run_1/ff_map.png
Scale bar: 20 um. Other sequential cells in the stronger grey, the rest of the logic in the fainter grey.
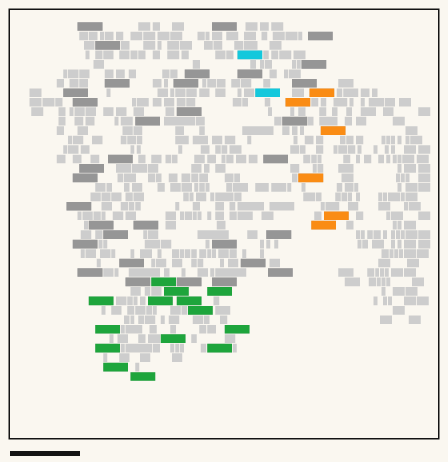
run_1/util_map.png
Scale bar: 20 um. The die is cut into 12 by 12 equal tiles; white is low, dark blue is high, 0 to 100% covered.
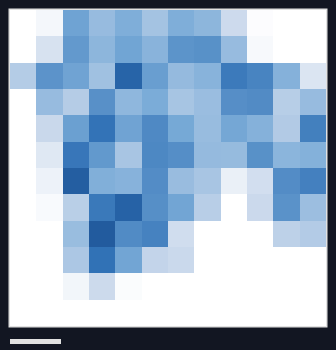
run_1/port_trees.png
Scale bar: 20 um.
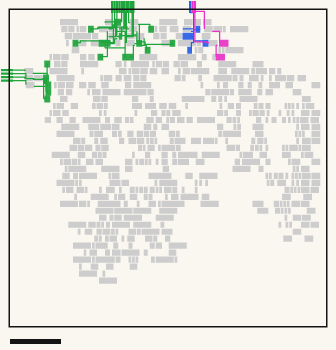
--- src/rtl/gpio_seq_core.sv ---
// gpio_seq_core: walks a single lit bit across NUM_CH outputs at a prescaled rate.
// Optional feature macro GPIO_SEQ_PINGPONG_EN builds ping-pong mode; without it mode 10 runs as up.
module gpio_seq_core #(
    parameter int NUM_CH         = 34,
    parameter int PRESC_W        = 14,
    parameter int TICKS_PER_UNIT = 10000,
    localparam int POS_W         = (NUM_CH > 1) ? $clog2(NUM_CH) : 1
) (
    input  logic               wb_clk_i,
    input  logic               wb_rst_i,
    input  logic               en_i,
    input  logic [PRESC_W-1:0] prescaler_i,
    input  logic [1:0]         mode_i,
    input  logic               oneshot_i,
    output logic [NUM_CH-1:0]  seq_o,
    output logic [POS_W-1:0]   pos_o,
    output logic               busy_o,
    output logic               done_o
);

    localparam int UNIT_W = (TICKS_PER_UNIT > 1) ? $clog2(TICKS_PER_UNIT) : 1;

    localparam logic [1:0] ST_IDLE = 2'd0;
    localparam logic [1:0] ST_RUN  = 2'd1;
    localparam logic [1:0] ST_STOP = 2'd2;

    localparam logic [1:0] MODE_UP   = 2'b00;
    localparam logic [1:0] MODE_DOWN = 2'b01;
    localparam logic [1:0] MODE_PP   = 2'b10;

    localparam logic [UNIT_W-1:0]  UNIT_MAX = UNIT_W'(TICKS_PER_UNIT - 1);
    localparam logic [POS_W-1:0]   LAST_POS = POS_W'(NUM_CH - 1);
    localparam logic [POS_W-1:0]   POS_ONE  = POS_W'(1);
    localparam logic [POS_W-1:0]   POS_ZERO = '0;
    localparam logic [PRESC_W-1:0] PRESC_ONE = PRESC_W'(1);
    localparam logic [NUM_CH-1:0]  BIT0     = NUM_CH'(1);

    logic [1:0]         state;
    logic [1:0]         mode_q;
    logic [PRESC_W-1:0] presc_q;
    logic               oneshot_q;

    logic [UNIT_W-1:0]  unit_cnt;
    logic [PRESC_W-1:0] step_cnt;
    logic               unit_wrap;
    logic               step_tick;
    logic               start_run;

    logic               lit;
    logic [POS_W-1:0]   pos;

    logic               up_lit;
    logic [POS_W-1:0]   up_pos;
    logic               up_end;
    logic               down_lit;
    logic [POS_W-1:0]   down_pos;
    logic               down_end;

`ifdef GPIO_SEQ_PINGPONG_EN
    logic               dir;
    logic               pp_lit;
    logic [POS_W-1:0]   pp_pos;
    logic               pp_dir;
    logic               pp_end;
    logic               nxt_dir;
`endif

    logic               nxt_lit;
    logic [POS_W-1:0]   nxt_pos;
    logic               pass_end;

    // A step fires only when both counters sit at their maximum; a zero prescaler stalls.
    assign unit_wrap = (unit_cnt == UNIT_MAX);
    assign step_tick = (state == ST_RUN) && (presc_q != '0) && unit_wrap &&
                       (step_cnt == presc_q - PRESC_ONE);
    assign start_run = en_i && (prescaler_i != '0);

    always_comb begin
        up_lit = 1'b1;
        up_pos = POS_ZERO;
        up_end = 1'b0;
        if (lit) begin
            if (pos == LAST_POS) begin
                up_lit = 1'b0;
                up_end = 1'b1;
            end else begin
                up_pos = pos + POS_ONE;
            end
        end
    end

    always_comb begin
        down_lit = 1'b1;
        down_pos = LAST_POS;
        down_end = 1'b0;
        if (lit) begin
            if (pos == POS_ZERO) begin
                down_lit = 1'b0;
                down_pos = POS_ZERO;
                down_end = 1'b1;
            end else begin
                down_pos = pos - POS_ONE;
            end
        end
    end

`ifdef GPIO_SEQ_PINGPONG_EN
    // Rising leg lights bit N-1 once and turns; falling leg clears after bit 0.
    always_comb begin
        pp_lit = 1'b1;
        pp_pos = POS_ZERO;
        pp_dir = 1'b0;
        pp_end = 1'b0;
        if (lit) begin
            if (!dir) begin
                if (pos == LAST_POS) begin
                    pp_dir = 1'b1;
                    pp_pos = pos - POS_ONE;
                end else begin
                    pp_pos = pos + POS_ONE;
                end
            end else begin
                pp_dir = 1'b1;
                if (pos == POS_ZERO) begin
                    pp_lit = 1'b0;
                    pp_dir = 1'b0;
                    pp_end = 1'b1;
                end else begin
                    pp_pos = pos - POS_ONE;
                end
            end
        end
    end
`endif

    always_comb begin
        nxt_lit  = lit;
        nxt_pos  = pos;
        pass_end = 1'b0;
`ifdef GPIO_SEQ_PINGPONG_EN
        nxt_dir  = dir;
`endif
        case (mode_q)
`ifdef GPIO_SEQ_PINGPONG_EN
            MODE_UP: begin
                nxt_lit  = up_lit;
                nxt_pos  = up_pos;
                pass_end = up_end;
            end
            MODE_PP: begin
                nxt_lit  = pp_lit;
                nxt_pos  = pp_pos;
                nxt_dir  = pp_dir;
                pass_end = pp_end;
            end
`else
            MODE_UP, MODE_PP: begin
                nxt_lit  = up_lit;
                nxt_pos  = up_pos;
                pass_end = up_end;
            end
`endif
            MODE_DOWN: begin
                nxt_lit  = down_lit;
                nxt_pos  = down_pos;
                pass_end = down_end;
            end
            default: begin
            end
        endcase
    end

    // A one-shot pass stays in RUN for the done cycle, then parks in STOP.
    always_ff @(posedge wb_clk_i) begin
        if (wb_rst_i) begin
            state     <= ST_IDLE;
            mode_q    <= '0;
            presc_q   <= '0;
            oneshot_q <= 1'b0;
            unit_cnt  <= '0;
            step_cnt  <= '0;
            lit       <= 1'b0;
            pos       <= '0;
            done_o    <= 1'b0;
`ifdef GPIO_SEQ_PINGPONG_EN
            dir       <= 1'b0;
`endif
        end else begin
            case (state)
                ST_IDLE: begin
                    unit_cnt <= '0;
                    step_cnt <= '0;
                    lit      <= 1'b0;
                    pos      <= '0;
                    done_o   <= 1'b0;
`ifdef GPIO_SEQ_PINGPONG_EN
                    dir      <= 1'b0;
`endif
                    if (start_run) begin
                        state     <= ST_RUN;
                        mode_q    <= mode_i;
                        presc_q   <= prescaler_i;
                        oneshot_q <= oneshot_i;
                    end
                end
                ST_RUN: begin
                    if (!en_i) begin
                        state    <= ST_IDLE;
                        unit_cnt <= '0;
                        step_cnt <= '0;
                        lit      <= 1'b0;
                        pos      <= '0;
                        done_o   <= 1'b0;
`ifdef GPIO_SEQ_PINGPONG_EN
                        dir      <= 1'b0;
`endif
                    end else if (done_o && oneshot_q) begin
                        state    <= ST_STOP;
                        unit_cnt <= '0;
                        step_cnt <= '0;
                        done_o   <= 1'b0;
                    end else begin
                        done_o <= 1'b0;
                        if (step_tick) begin
                            unit_cnt <= '0;
                            step_cnt <= '0;
                        end else if (unit_wrap) begin
                            unit_cnt <= '0;
                            step_cnt <= step_cnt + PRESC_ONE;
                        end else begin
                            unit_cnt <= unit_cnt + UNIT_W'(1);
                        end
                        if (step_tick) begin
                            lit <= nxt_lit;
                            pos <= nxt_pos;
`ifdef GPIO_SEQ_PINGPONG_EN
                            dir <= nxt_dir;
`endif
                            if (pass_end) begin
                                done_o <= 1'b1;
                                if (!oneshot_q) begin
                                    presc_q <= prescaler_i;
                                end
                            end
                        end
                    end
                end
                ST_STOP: begin
                    unit_cnt <= '0;
                    step_cnt <= '0;
                    lit      <= 1'b0;
                    pos      <= '0;
                    done_o   <= 1'b0;
                    if (!en_i) begin
                        state <= ST_IDLE;
                    end
                end
                default: begin
                    state    <= ST_IDLE;
                    unit_cnt <= '0;
                    step_cnt <= '0;
                    lit      <= 1'b0;
                    pos      <= '0;
                    done_o   <= 1'b0;
                end
            endcase
        end
    end

    assign seq_o  = lit ? (BIT0 << pos) : '0;
    assign pos_o  = pos;
    assign busy_o = (state == ST_RUN);

endmodule

--- config.mk ---
export PLATFORM = sky130hd
export DESIGN_NAME = gpio_seq_core
export DESIGN_NICKNAME = d
export VERILOG_FILES = /design/src/rtl/gpio_seq_core.sv
export SDC_FILE = /design/constraint.sdc
export NUM_CORES = 1
export LEC_CHECK = 0
export CAP_MARGIN = 20
export CORE_MARGIN = 2
export CORE_UTILIZATION = 28
export DETAILED_ROUTE_END_ITERATION = 7
export MAX_ROUTING_LAYER = met4
export SYNTH_ARGS = -nofsm -noshare
export SYNTH_HDL_FRONTEND = slang
export SYNTH_SLANG_ARGS = --single-unit
--- constraint.sdc ---
create_clock -name wb_clk_i -period 5.78 [get_ports wb_clk_i]
set_input_delay 0.578 -clock wb_clk_i [delete_from_list [all_inputs] [get_ports wb_clk_i]]
set_output_delay 0.578 -clock wb_clk_i [all_outputs]
set_load 0.005 [all_outputs]
==> impl_metrics.yaml, run 1 <==
# yosys + openroad results
grt:
  antenna_found_initial: 0
  grt_overflow: 0
  grt_pass1_wl_um: 16190
  grt_pass1_vias: 3316
  grt_max_degree: 48
setup_path:
  path_class: "reg2reg"
  cpLargestDelayFamily: "simple AND/OR/NAND/NOR gates"
  crit_chain: "or4b_4 > nor4_4 > and2b_1 > o2111ai_2 > nor4_2 > mux2_2 > nor2_1"
  worstReg2RegEnd: "pos_o[4]"
  r2r_cells: 7
  cp.required_ps: 6010
  r2r_setup_slack_ps: 2210
  crit_path_end_kind: "flip-flop"
  critPathSlowestCell: "nor4_2"
  slowest_delay_ps: 960
  cp.arrival_ps: 3800
  path_buffers: 0
outcome:
  status: "finished clean"
die:
  fp-utilization_pct: 28.60
  die_area_mm2: 0.01515
  ios: 62
  core_mm2: 0.01388
  std_cell_rows: 43
  die_y_um: 123.1
synthesis:
  ys_cells: 508
  top_area_share_pct: 27.73
  synth_flops: 55
  ys_chip_area_mm2: 0.003970
  netlist_instances: 508
  post_synth.cell_area_avg_um2: 7.815
  top_area_cell: "dfxtp_1"
  ys_seq_share_pct: 27.73
  async_reset_ff_share_pct: 0
  edf_count: 0
  ys_warn_count: 0
  synth_nets: 539
  ys_types: 64
detailed_routing:
  ant_nets: 0
  first_iter_violations: 245
  wl_per_cell_um: 13.60
  wl_um: 9902
  drt_drc_violations_left: 0
  via_count: 3702
  viasPerCell: 5.085
clock_tree:
  cts_sinks: 55
  cts_buffer_depth: 2
  htree_levels: 2
  cts_tree: "yes"
  hold_buffers: 0
cells_and_area:
  areaGrowthSynthToFinish_pct: 21.30
  lay_top_cells: "nor2_1, clkdlybuf4s50_1, dfxtp_1, nand2_1, nand2b_1"
  nets: 578
  layout_top_cell: "nor2_1"
sta:
  worstMarginPinSlew_ps: 1042
  min_period_over_period_pct: 61.81
  skew_ps: 3.279
  final-hold-violation-count: 0
  final-max-slew-violation-count: 0
  setup_viol: 0
  fin_crit_ps: 3573
  setup_tns_ps: 0
pwr:
  vdd_ir_drop_max_mv: 0.1206
  p_leak_nw: 1.649
  power_density_mw_per_mm2: 180.2
placement:
  dpl.hpwl_um: 7365
  dpl_worst_slack_ps: 2182
  gp_congestion: 0.8310
run:
  maxCapViolCount: 0
  warnings: 32
min_path:
  min_path_type: "reg2reg"
About ff_map.png:
[state] cyan | placed flops: 2
[unit_cnt] green | placed flops: 14
[pos_o] orange | placed flops: 6
not coloured: 33

About util_map.png:
nearly empty tiles: 32%
fullest tile: 83%
mean over tiles: 30%
tiles over 75% full: 2.8%
emptiest ninth of the die: south-east

About port_trees.png:
[mode_i] magenta | bits: 2 | direction: input | end cells: 2 | buffers: 2 | wire: 41.6 um
[prescaler_i] green | bits: 14 | direction: input | end cells: 18 | buffers: 14 | wire: 325 um
[en_i] blue | bits: 1 | direction: input | end cells: 4 | buffers: 1 | wire: 30.9 um

## run 1: synthesized netlist by cell type (3+ instances only)
| cell type | count |
|---|---|
| a21oi_1 | 11 |
| xnor2_1 | 20 |
| ha_1 | 11 |
| nand2_1 | 30 |
| nand3b_1 | 15 |
| xor2_1 | 20 |
| dfxtp_1 | 55 |
| o21a_1 | 3 |
| a31oi_1 | 3 |
| o21ai_0 | 9 |
| nor2b_1 | 4 |
| nor3b_1 | 4 |
| o31ai_1 | 13 |
| and4_1 | 3 |
| o211ai_1 | 3 |
| nand4_1 | 11 |
| nor2_1 | 92 |
| nand3_1 | 21 |
| buf_6 | 5 |
| nand4b_1 | 3 |
| nor3_1 | 18 |
| nor4b_1 | 13 |
| mux2i_1 | 8 |
| inv_1 | 11 |
| nor4_1 | 8 |
| and3_1 | 10 |
| a211o_1 | 12 |
| clkbuf_1 | 23 |
| nand2b_1 | 25 |
## run 1: area by class of cell
class / instances / area, um2 / share of cell area [%]
well taps: 180 / 225.2 / 4.677
clock buffers: 6 / 128.9 / 2.676
flip-flops and latches: 55 / 1101 / 22.86
inverters: 12 / 45.04 / 0.9353
repair buffers: 64 / 633.1 / 13.15
multi-input cells: 409 / 2670 / 55.44
clock inverters: 2 / 12.51 / 0.2598
## run 1: report_power, final
group	total, mW	switching, mW	internal [mW]
Combinational	0.162	0.0887	0.0729
Clock	0.296	0.135	0.160
Sequential	0.411	0.0210	0.390
## run 1: metal layers
layer  part of all wire, %  vias up  GRT usage [%]
met3                   4.6       10          1.799
li1                      -     1897              -
met4                   1.5        0          4.261
met5                     0        -              -
met1                    46     1704          17.04
met2                    48       91          22.10
## run 1: state kept, by name, indices dropped and copies added, names as in the netlist
name,flops
presc_q,14
step_cnt,14
unit_cnt,14
pos_o,6
mode_q,2
state,2
done_o,1
lit,1
oneshot_q,1
## run 1: worst min path at each step
stage	slack [ps]	end	startpoint
floorplan	420	unit_cnt[0]	unit_cnt[0]
global placement	430	unit_cnt[0]	unit_cnt[0]
detailed placement	450	unit_cnt[0]	unit_cnt[0]
CTS	460	unit_cnt[0]	unit_cnt[0]
global route	490	unit_cnt[0]	unit_cnt[0]
finish	450	unit_cnt[0]	unit_cnt[0]
## run 1: stage by stage
step / hold slack, ps / std cells / cell area [um2]
2_1_floorplan: 423.4 / 508 / 3970
3_3_place_gp: 433.7 / 720 / 4674
3_5_place_dp: 445.7 / 720 / 4674
4_1_cts: 458.5 / 728 / 4816
5_1_grt: 488.6 / 728 / 4816
6_report: 453.1 / 728 / 4816
## run 1: cells by family (layout without fill, tap and decap cells)
| group | after synthesis | in the layout | synth area share (%) |
|---|---|---|---|
| and+or+nand+nor | 274 | 274 | 38.07 |
| DFF | 55 | 55 | 27.73 |
| AOI/OAI and AO/OA | 74 | 74 | 14.06 |
| muxes | 10 | 10 | 2.584 |
| xor gates and xnor gates | 40 | 40 | 8.825 |
| adders and majority gates | 11 | 11 | 3.467 |
| buffers and inverters | 44 | 84 | 5.263 |
run_1/placed.png
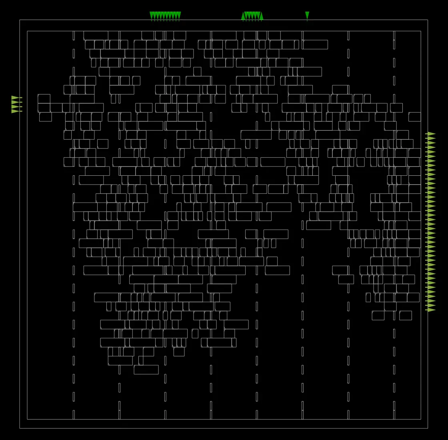

## Run 2: what changed since run 1
Clock period 5.78 ns to 3.1 ns, I/O delays scaled along.
run_2/placed.png
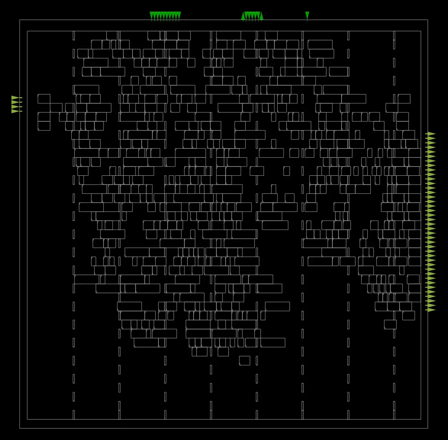
Final Util: 35.60%
Post-Layout Cell Count: 738
tap cells: 180
row count: 43

==> run 2 against run 1 <==
Effect of this change: die area did not move; worst setup slack got worse by 2000 ps; synthesized area did not move; wire length is 1.5% higher; power is 93% higher; largest cell class unchanged; highest routed layer unchanged.
==> impl_metrics.yaml, run 2 <==
# yosys + openroad results
outcome:
  status: "finished clean"
detailed_routing:
  via_count: 3765
  viasPerCell: 5.102
  wl_um: 10050
  ant_nets: 0
  wl_per_cell_um: 13.62
  first_iter_violations: 298
synthesis:
  top_area_share_pct: 27.73
  ys_chip_area_mm2: 0.003970
  synth_flops: 55
  ys_seq_share_pct: 27.73
  synth_nets: 539
  post_synth.cell_area_avg_um2: 7.815
  edf_count: 0
  netlist_instances: 508
  top_cell: "nor2_1"
  common_cells: "nor2_1, dfxtp_1, nand2_1, nand2b_1, clkbuf_1"
  async_reset_ff_share_pct: 0
  top_area_cell: "dfxtp_1"
cells_and_area:
  nets: 588
  layout_top_cell: "nor2_1"
  logic_area_mm2: 0.002683
  reg_top3: "presc_q (14), step_cnt (14), unit_cnt (14)"
  seq_area_mm2: 0.001101
die:
  die_y_um: 123.1
grt:
  grt_overflow: 0
  grt_pass1_wl_um: 16950
  grt_pass1_vias: 3554
  antenna_found_initial: 0
sta:
  final-hold-violation-count: 0
  fin_crit_ps: 2912
  min_period_over_period_pct: 93.92
  final-max-slew-violation-count: 0
  setup_tns_ps: 0
  skew_ps: 7.596
  setup_viol: 0
setup_path:
  cp.arrival_ps: 3080
  worstReg2RegEnd: "unit_cnt[8]"
  r2r_setup_slack_ps: 190
  r2r_cells: 8
  crit_path_end_kind: "flip-flop"
run:
  maxCapViolCount: 0
  warnings: 32
clock_tree:
  cts_buffer_depth: 2
  htree_levels: 2
  cts_sinks: 55
min_path:
  worstHoldStart: "unit_cnt[0]"
  min_path_type: "reg2reg"
pwr:
  power_density_mw_per_mm2: 339.0
  p_leak_nw: 1.720
-- run 2: worst max path at each step --
stage | to | slack [ps] | cells after the start
global route | unit_cnt[8] | 20 | 8
global placement | unit_cnt[4] | 170 | 8
finish | unit_cnt[8] | 190 | 8
floorplan | presc_q[0] | 190 | 10
detailed placement | unit_cnt[10] | 100 | 8
CTS | unit_cnt[10] | 90 | 8
-- run 2: layout make-up --
cell class / count / share of cell area [%]
clock inverter: 3 / 0.5824
multi-input combinational: 409 / 54.29
clock buffer: 5 / 2.532
sequential: 55 / 22.28
timing repair buffer: 74 / 14.84
tap: 180 / 4.558
inverter: 12 / 0.9116
-- run 2: critical path, stage by stage, from the launching register on --
cell and delay [ps]:
dfxtp_1 310, buf_4 160, or4_4 550, o41ai_1 420, a21o_1 230, o211ai_2 140, or4b_1 580, nand3b_4 290
nor3_1 90
-- run 2: report_power, final --
| group | internal (mW) | switching [mW] | leakage (nW) |
|---|---|---|---|
| registers | 0.726 | 0.0354 | 0.446 |
| clock network | 0.309 | 0.274 | 0.0759 |
| logic | 0.155 | 0.175 | 1.20 |
| total | 1.19 | 0.485 | 1.72 |
-- run 2: kinds of logic (layout without fill, tap and decap cells) --
group,Yosys count,after routing,synth area share (%)
AND-OR/OR-AND,74,74,14.06
XOR/XNOR,40,40,8.825
adder cells (fa/ha/maj),11,11,3.467
buffers and inverters,44,94,5.263
flip-flops,55,55,27.73
multiplexers,10,10,2.584
AND/OR/NAND/NOR,274,274,38.07
-- run 2: repair_timing --
| item | CTS | global route |
|---|---|---|
| endpoints found under the hold margin | 0 | 0 |
| gates resized | 0 | 2 |
| buffers inserted | 0 | 0 |
| setup endpoints to repair | 0 | 31 |
-- run 2: layer usage --
layer  track usage, %  wire (um)
met3            1.384        368
met5                -          0
met4            2.628         92
met2            24.52       4993
met1            17.31       4594
-- run 2: per-stage QoR --
stage                     util, %  instance area (um2)  hold WS (ps)  instances  setup slack (ps)
after CTS                   35.51                 4928         453.9        738             90.43
final                       35.60                 4941         446.9        738             188.4
after global placement      34.40                 4775         433.9        730             170.8
after global routing        35.60                 4941         463.3        738             15.71
after floorplan                 -                 3970         423.4        508             191.1
after detailed placement    34.40                 4775         442.3        730             95.04
## Run 3: what changed since run 2
Settings changed: HOLD_SLACK_MARGIN from default to 0.1.
run_3/port_trees.png
Scale bar: 20 um.
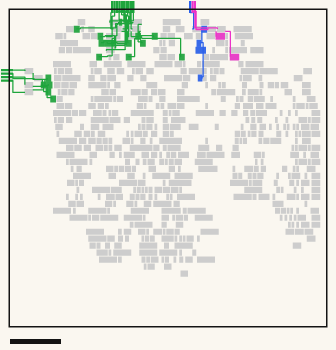
[en_i] blue | bits: 1 | direction: input | end cells: 4 | buffers: 1 | wire: 30.1 um
[mode_i] magenta | bits: 2 | direction: input | end cells: 2 | buffers: 2 | wire: 43.1 um
[prescaler_i] green | bits: 14 | direction: input | end cells: 18 | buffers: 14 | wire: 337 um

==> run 3 against run 2 <==
Effect of this change: worst setup slack did not move; clock skew unchanged; wire length stayed put; via count is the same; critical endpoint unchanged; largest cell class unchanged; highest routed layer unchanged.
==> impl_metrics.yaml, run 3 <==
# yosys + openroad results
outcome:
  status: "finished clean"
grt:
  grt_pass1_vias: 3554
  grt_pass1_wl_um: 16950
  antenna_found_initial: 0
  grt_overflow: 0
setup_path:
  path_class: "reg2reg"
  r2r_cells: 8
  r2r_setup_slack_ps: 190
  worstReg2RegEnd: "unit_cnt[8]"
  endpoint: "unit_cnt[8]"
  cp.arrival_ps: 3080
  crit_path_end_kind: "flip-flop"
synthesis:
  ys_seq_share_pct: 27.73
  async_reset_ff_share_pct: 0
  top_cell: "nor2_1"
  top_area_cell: "dfxtp_1"
  synth_nets: 539
  ys_chip_area_mm2: 0.003970
  synth_flops: 55
  synthesis.area_mm2: 0.003970
  top_area_share_pct: 27.73
  common_cells: "nor2_1, dfxtp_1, nand2_1, nand2b_1, clkbuf_1"
  post_synth.cell_area_avg_um2: 7.815
  edf_count: 0
  netlist_instances: 508
cells_and_area:
  reg_top3: "presc_q (14), step_cnt (14), unit_cnt (14)"
  post-route-util_pct: 35.60
  layout_top_cell: "nor2_1"
  lay_top_cells: "nor2_1, clkdlybuf4s50_1, dfxtp_1, nand2_1, nand2b_1"
  logic_area_mm2: 0.002683
  seq_area_mm2: 0.001101
  nets: 588
sta:
  slew_headroom_pct: 61.05
  setup_viol: 0
  skew_ps: 7.596
  setup_tns_ps: 0
  fin_crit_ps: 2912
  fin_ws_ps: 188.4
  final-max-slew-violation-count: 0
  min_period_over_period_pct: 93.92
  final-hold-violation-count: 0
placement:
  dpl_worst_slack_ps: 95.04
  gp_congestion: 0.7918
run:
  warnings: 32
  maxCapViolCount: 0
detailed_routing:
  viasPerCell: 5.102
  via_count: 3765
  ant_nets: 0
  first_iter_violations: 298
  first_pass_iters: 4
  wl_um: 10050
  wl_per_cell_um: 13.62
pwr:
  pwr-share-clk_pct: 34.8
  switchingPower_mw: 0.4847
  swShare_pct: 28.93
  p_comb_share_pct: 19.7
  p_leak_nw: 1.720
  pwr-share-seq_pct: 45.5
  internal_power_mw: 1.190
  power_density_mw_per_mm2: 339.0
min_path:
  worstHoldStart: "unit_cnt[0]"
  min_path_type: "reg2reg"
clock_tree:
  cts_resized: 0
  cts_sinks: 55
  htree_levels: 2
  post_cts.repair.setup_buffers: 0
  cts_buffer_depth: 2
die:
  std_cell_rows: 43
  die_y_um: 123.1
## run 3: cell counts after synthesis
Identical to the previous run, type by type.
## run 3: per-layer routing
layer	wire length, um	share of wire (%)	GRT usage, %
met5	0	0	-
met4	92	0.92	2.628
met3	368	3.7	1.384
met2	4993	50	24.52
met1	4594	46	17.31
## run 3: worst min-delay path by stage
stage	endpoint	slack, ps	cells after the start
3_3_place_gp	unit_cnt[0]	430	1
6_report	unit_cnt[0]	450	1
2_1_floorplan	unit_cnt[0]	420	1
5_1_grt	unit_cnt[0]	460	1
4_1_cts	unit_cnt[0]	450	1
3_5_place_dp	unit_cnt[0]	440	1
## run 3: layout make-up
class | count | area share (%)
clock buffer | 5 | 2.532
clock inverter | 3 | 0.5824
inverter | 12 | 0.9116
multi-input combinational | 409 | 54.29
sequential | 55 | 22.28
tap | 180 | 4.558
timing repair buffer | 74 | 14.84
## run 3: power groups by stage
stage | clock, mW | sequential [mW] | combinational (mW)
floorplan | 0 | 0.758 | 0.244
global placement | 0 | 0.778 | 0.323
detailed placement | 0 | 0.778 | 0.326
CTS | 0.603 | 0.761 | 0.328
global route | 0.626 | 0.766 | 0.367
finish | 0.583 | 0.762 | 0.330
## run 3: kinds of logic after synthesis
logic type / after synthesis / synth area share (%)
multiplexers: 10 / 2.584
AND-OR/OR-AND: 74 / 14.06
buffers and inverters: 44 / 5.263
flip-flops: 55 / 27.73
adder cells (fa/ha/maj): 11 / 3.467
AND/OR/NAND/NOR: 274 / 38.07
XOR/XNOR: 40 / 8.825
## run 3: critical path, cell delays in order, from the launching register on
cell,delay [ps]
dfxtp_1,310
buf_4,160
or4_4,550
o41ai_1,420
a21o_1,230
o211ai_2,140
or4b_1,580
nand3b_4,290
nor3_1,90
## run 3: through the flow
step	cell area [um2]	hold WS, ps	cells
floorplan	3970	423.4	508
CTS	4928	453.9	738
global route	4941	463.3	738
finish	4941	446.9	738
detailed placement	4775	442.3	730
global placement	4775	433.9	730
Power and IR drop assume default switching activity.
